### src/rtl/aclk_pkg.sv
// Shared alarm-clock types, digit limits and BCD time validation.
// Latency: none (types, constants and a pure function only).
// Backpressure: not applicable.
package aclk_pkg;

  localparam logic [3:0] HR_MS_MAX      = 4'd2;
  localparam logic [3:0] HR_LS_MAX_AT_2 = 4'd3;
  localparam logic [3:0] MIN_MS_MAX     = 4'd5;
  localparam logic [3:0] DIGIT_MAX      = 4'd9;

  // HH:MM as four BCD digits, most significant digit first.
  typedef struct packed {
    logic [3:0] ms_hr;
    logic [3:0] ls_hr;
    logic [3:0] ms_min;
    logic [3:0] ls_min;
  } bcd_time_t;

  // True when the value is a legal 24-hour time 00:00..23:59.
  function automatic logic bcd_time_valid(input bcd_time_t t);
    logic ok;
    ok = (t.ms_hr <= HR_MS_MAX) &&
         (t.ls_hr <= DIGIT_MAX) &&
         !((t.ms_hr == HR_MS_MAX) && (t.ls_hr > HR_LS_MAX_AT_2)) &&
         (t.ms_min <= MIN_MS_MAX) &&
         (t.ls_min <= DIGIT_MAX);
    return ok;
  endfunction

endpackage

### src/rtl/aclk_bcd_minute_inc.sv
// Next-minute BCD cascade on an HH:MM value, wrapping 23:59 to 00:00.
// Latency: purely combinational.
// Backpressure: none; the caller decides when to register the result.
module aclk_bcd_minute_inc
  import aclk_pkg::*;
(
  input  bcd_time_t cur_i,
  output bcd_time_t nxt_o
);

  // Ripple carries from ls_min up through the hour digits.
  always_comb begin
    nxt_o = cur_i;
    if (cur_i.ls_min == DIGIT_MAX) begin
      nxt_o.ls_min = 4'd0;
      if (cur_i.ms_min == MIN_MS_MAX) begin
        nxt_o.ms_min = 4'd0;
        if ((cur_i.ms_hr == HR_MS_MAX) && (cur_i.ls_hr == HR_LS_MAX_AT_2)) begin
          nxt_o.ms_hr = 4'd0;
          nxt_o.ls_hr = 4'd0;
        end else if (cur_i.ls_hr == DIGIT_MAX) begin
          nxt_o.ls_hr = 4'd0;
          nxt_o.ms_hr = cur_i.ms_hr + 4'd1;
        end else begin
          nxt_o.ls_hr = cur_i.ls_hr + 4'd1;
        end
      end else begin
        nxt_o.ms_min = cur_i.ms_min + 4'd1;
      end
    end else begin
      nxt_o.ls_min = cur_i.ls_min + 4'd1;
    end
  end

endmodule

### src/rtl/aclk_time_keeper.sv
// Current-time and alarm-time registers with seconds counter and keypad loads.
// Latency: loads, minute rollover and load_err all appear 1 cycle after the sampling edge.
// Backpressure: none; every strobe and command is consumed in the cycle it is presented.
module aclk_time_keeper
  import aclk_pkg::*;
#(
  parameter int SEC_PER_MIN = 60
) (
  input  logic       clk,
  input  logic       reset_n,
  input  logic       one_second,
  input  logic       load_new_c,
  input  logic       load_new_a,
  input  logic [3:0] key_ms_hr,
  input  logic [3:0] key_ls_hr,
  input  logic [3:0] key_ms_min,
  input  logic [3:0] key_ls_min,
  output logic [3:0] current_time_ms_hr,
  output logic [3:0] current_time_ls_hr,
  output logic [3:0] current_time_ms_min,
  output logic [3:0] current_time_ls_min,
  output logic [3:0] alarm_time_ms_hr,
  output logic [3:0] alarm_time_ls_hr,
  output logic [3:0] alarm_time_ms_min,
  output logic [3:0] alarm_time_ls_min,
  output logic       minute_tick,
  output logic       load_err
);

  localparam int SEC_W = $clog2(SEC_PER_MIN);
  localparam logic [SEC_W-1:0] SEC_LAST = SEC_W'(SEC_PER_MIN - 1);

  bcd_time_t        key;
  bcd_time_t        cur_q, cur_d, cur_inc;
  bcd_time_t        alm_q, alm_d;
  logic [SEC_W-1:0] sec_cnt_q, sec_cnt_d;
  logic             tick_q, tick_d;
  logic             err_q, err_d;
  logic             key_ok;
  logic             load_c_ok;
  logic             load_a_ok;
  logic             rollover;

  assign key = '{ms_hr: key_ms_hr, ls_hr: key_ls_hr, ms_min: key_ms_min, ls_min: key_ls_min};

  aclk_bcd_minute_inc u_minute_inc (
    .cur_i (cur_q),
    .nxt_o (cur_inc)
  );

  // Load arbitration: a valid current-time load swallows a coincident strobe;
  // a rejected load behaves as if no load was issued for its target.
  always_comb begin
    key_ok    = bcd_time_valid(key);
    load_c_ok = load_new_c && key_ok;
    load_a_ok = load_new_a && key_ok;
    rollover  = one_second && !load_c_ok && (sec_cnt_q == SEC_LAST);
    err_d     = (load_new_c || load_new_a) && !key_ok;
    tick_d    = rollover;

    sec_cnt_d = sec_cnt_q;
    cur_d     = cur_q;
    alm_d     = alm_q;

    if (load_c_ok) begin
      sec_cnt_d = '0;
      cur_d     = key;
    end else if (one_second) begin
      if (rollover) begin
        sec_cnt_d = '0;
        cur_d     = cur_inc;
      end else begin
        sec_cnt_d = sec_cnt_q + SEC_W'(1);
      end
    end

    if (load_a_ok) begin
      alm_d = key;
    end
  end

  // State registers; reset clears both times to 00:00 and drops the pulses.
  always_ff @(posedge clk or negedge reset_n) begin
    if (!reset_n) begin
      sec_cnt_q <= '0;
      cur_q     <= '0;
      alm_q     <= '0;
      tick_q    <= 1'b0;
      err_q     <= 1'b0;
    end else begin
      sec_cnt_q <= sec_cnt_d;
      cur_q     <= cur_d;
      alm_q     <= alm_d;
      tick_q    <= tick_d;
      err_q     <= err_d;
    end
  end

  assign current_time_ms_hr  = cur_q.ms_hr;
  assign current_time_ls_hr  = cur_q.ls_hr;
  assign current_time_ms_min = cur_q.ms_min;
  assign current_time_ls_min = cur_q.ls_min;
  assign alarm_time_ms_hr    = alm_q.ms_hr;
  assign alarm_time_ls_hr    = alm_q.ls_hr;
  assign alarm_time_ms_min   = alm_q.ms_min;
  assign alarm_time_ls_min   = alm_q.ls_min;
  assign minute_tick         = tick_q;
  assign load_err            = err_q;

endmodule

### config.mk
export PLATFORM = sky130hd
export DESIGN_NAME = aclk_time_keeper
export DESIGN_NICKNAME = d
export VERILOG_FILES = /design/src/rtl/aclk_pkg.sv /design/src/rtl/aclk_bcd_minute_inc.sv /design/src/rtl/aclk_time_keeper.sv
export SDC_FILE = /design/constraint.sdc
export NUM_CORES = 1
export LEC_CHECK = 0
export CORE_MARGIN = 10
export CORE_UTILIZATION = 49
export DETAILED_ROUTE_END_ITERATION = 8
export GPL_ROUTABILITY_DRIVEN = 1
export PLACE_DENSITY = 0.8
export SYNTH_ARGS = -nofsm -noshare
export SYNTH_HDL_FRONTEND = slang
export SYNTH_SLANG_ARGS = --single-unit
### constraint.sdc
create_clock -name clk -period 3.02 [get_ports clk]
set_clock_uncertainty 0.2 [all_clocks]
set_input_delay 0.453 -clock clk [delete_from_list [all_inputs] [get_ports clk]]
set_output_delay 0.453 -clock clk [all_outputs]
set_load 0.02 [all_outputs]
Figure 1. Signal wires on met3 (run 1).
Drawn at 4 px/um. Cells faint in the background.
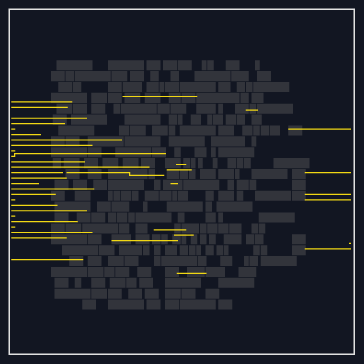
main direction: horizontal
share of all routed wire: 11%
wire length on this layer: 524 um

Figure 2. Cell classes on the final placement (run 1).
Drawn at 6 px/um.
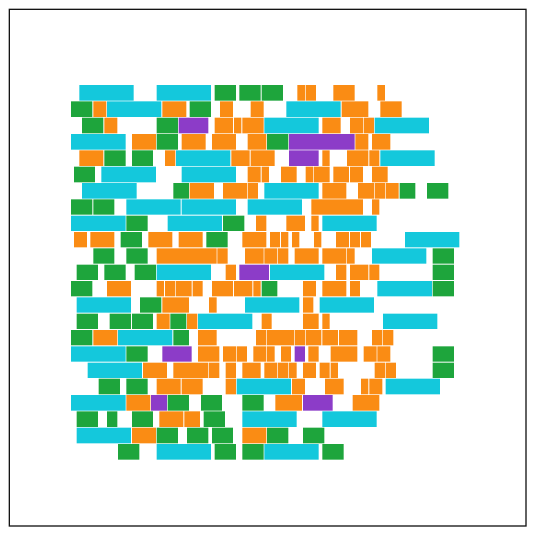
legend:
  purple:
    class: clock drivers and dummy loads
    cells: 8
  cyan:
    class: flops
    cells: 40
  orange:
    class: combinational and other logic
    cells: 140
  green:
    class: other buffers and delay cells
    cells: 59

Figure 3. Clock nets (run 1).
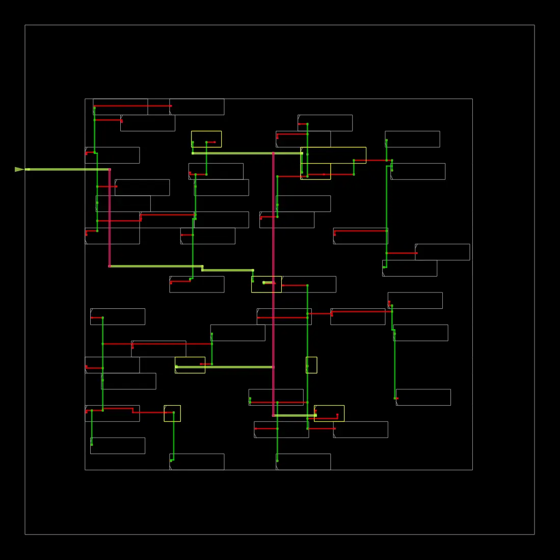
clock sink count: 40
Clock Power: 443 uW

==> ci_impl_report.md, run 1 <==
## PnR job results

| Metric | Value |
|---|---|
| Status | `finished, final reports clean` |
| Synth Net Count | `216` |
| Top logic family | `simple AND/OR/NAND/NOR gates` |
| CTS Buffer Depth | `2` |
| FF-to-FF Start | `sec_cnt_q[0]` |
| Global routing usage on met2 | `0.200` |
| Die area | `0.00738 sq mm` |
| Flops after synth | `40` |
| HP Class | `input pin to async pin` |
| Synthesized area per cell | `11.2 sq um` |
| Flop area | `0.00100 sq mm` |
| CTS buffer count | `5` |
| # IOs | `55` |
| Logic area | `0.00104 sq mm` |
| Final core occ | `0.687` |
| Reg with most FFs | `sec_cnt_q` |
| Clock Power Share | `0.244` |
| # DRC | `0` |
| Pre-Repair DR Iteration Count | `5` |
| Comb. pwr | `590 uW` |
| MI comb cells | `134` |
| Post-synth EDFFs | `0` |
| H-tree depth | `2` |
| First-pass GRT wire length | `8.45 mm` |
| Netlist area before placement | `0.00213 sq mm` |
| Pwr Density | `646 mW/mm^2` |
| Cell family with most CP delay | `simple AND/OR/NAND/NOR gates` |
| Crit-path slowest cell | `clkdlybuf4s50_1` |
| Nonclk buf count | `59` |
| Antenna-violating nets left | `0` |
| Post-route clock period utilization | `0.796` |
Figure 4. Wire density map (run 1).
Drawn at 4 px/um. 17 x 17 tiles, from dark purple (low) to yellow (high), scaled to the fullest tile. Values are wire area over tile area, all layers added.
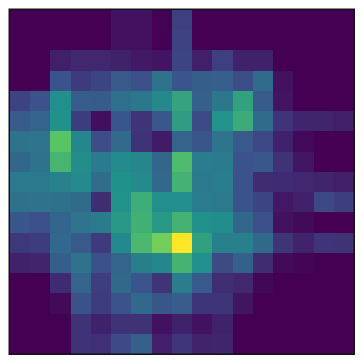

==> run 2, diff against run 1 <==
clock period = 2.3 ns   (was 3.02 ns; I/O delays follow)
Figure 5. Wire density map (run 2).
Drawn at 4 px/um. 17 x 17 tiles, from dark purple (low) to yellow (high), scaled to the fullest tile. Values are wire area over tile area, all layers added.
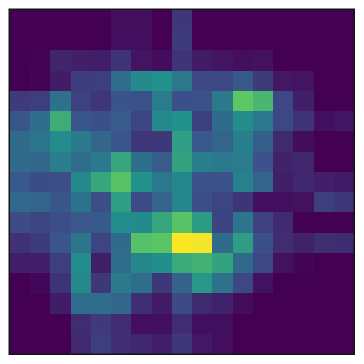
tiles over half the peak: 8.0%
densest ninth of the die: middle
nearly empty tiles: 28%
mean over tiles: 0.13

==> ci_impl_report.md, run 2 <==
## PnR job results

| Metric | Value |
|---|---|
| Clock Power Share | `0.196 (-0.048)` |
| Post-route clock period utilization | `0.941` |
| Flop count | `40` |
| Top sig layer | `met4` |
| Clock sink count | `40 (unchanged)` |
| Status | `finished, final reports clean` |
| First-pass GRT wire length | `9.14 mm (+8.1%)` |
| Post-CTS Resized | `0` |
| Netlist area before placement | `0.00213 sq mm (unchanged)` |
| Switch share | `0.350` |
| Flops after synth | `40 (unchanged)` |
| Final core occ | `0.732 (+0.0447)` |
| FF-to-FF Start | `current_time_ls_min[2]` |
| HP Class | `register to register` |
| CTS buffer count | `5 (unchanged)` |
| H-tree depth | `2 (unchanged)` |
| Top cells, area | `dfrtp_1 47%, mux2_2 10%, ha_1 2.9%` |
| Tool warnings | `28` |
| Final hold violation count | `0` |
| CP Depth | `4` |
| Die area | `0.00738 sq mm (unchanged)` |
| Comb. pwr | `886 uW (+50%)` |
| Clock-cell share | `0.0285` |
| CTS tree | `built` |
| Synthesized area per cell | `11.2 sq um (unchanged)` |
| # DRC | `0 (unchanged)` |
| Nonclk buf count | `84 (+42%)` |
| MI comb cells | `134 (unchanged)` |
| Global routing usage on met2 | `0.237 (+0.0372)` |
| Metal2 WL | `2.57 mm` |
| Pre-Repair DR Iteration Count | `4 (-1)` |
| Synth cell types | `54` |
| Crit-path slowest cell | `or4_4` |
| Antenna-violating nets left | `0 (unchanged)` |
| XOR-XNOR Cells, Area Fraction | `0.0124` |
| Routed met1 length | `2.28 mm` |
| Cell family with most CP delay | `simple AND/OR/NAND/NOR gates` |
| Top logic family | `simple AND/OR/NAND/NOR gates` |
| Synth Net Count | `216 (unchanged)` |
| Logic area | `0.00104 sq mm (+0.60%)` |
| Reg with most FFs | `sec_cnt_q` |
| # hold bufs at CTS | `1` |
| Clock Power | `463 uW (+4.5%)` |
| Flop area | `0.00100 sq mm (unchanged)` |
| CTS Buffer Depth | `2 (unchanged)` |
| # IOs | `55 (unchanged)` |
| Post-synth EDFFs | `0 (unchanged)` |
Figure 6. Cell classes on the final placement (run 2).
Drawn at 6 px/um.
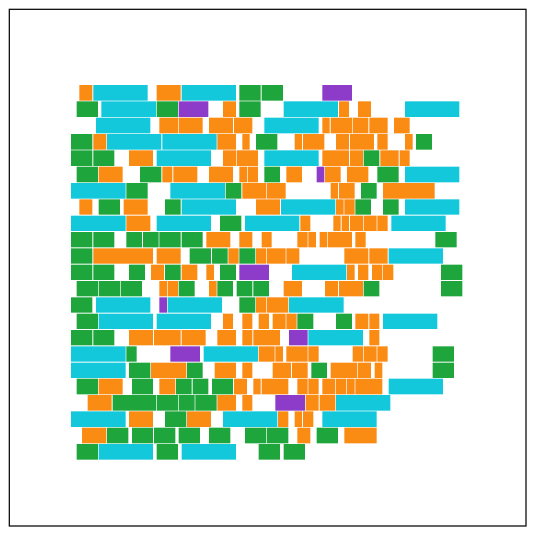
legend:
  green:
    class: other buffers and delay cells
    cells: 84
  orange:
    class: combinational and other logic
    cells: 140
  cyan:
    class: flops
    cells: 40
  purple:
    class: clock drivers and dummy loads
    cells: 8

No activity file was given, so power comes from the tool's default toggle rates.
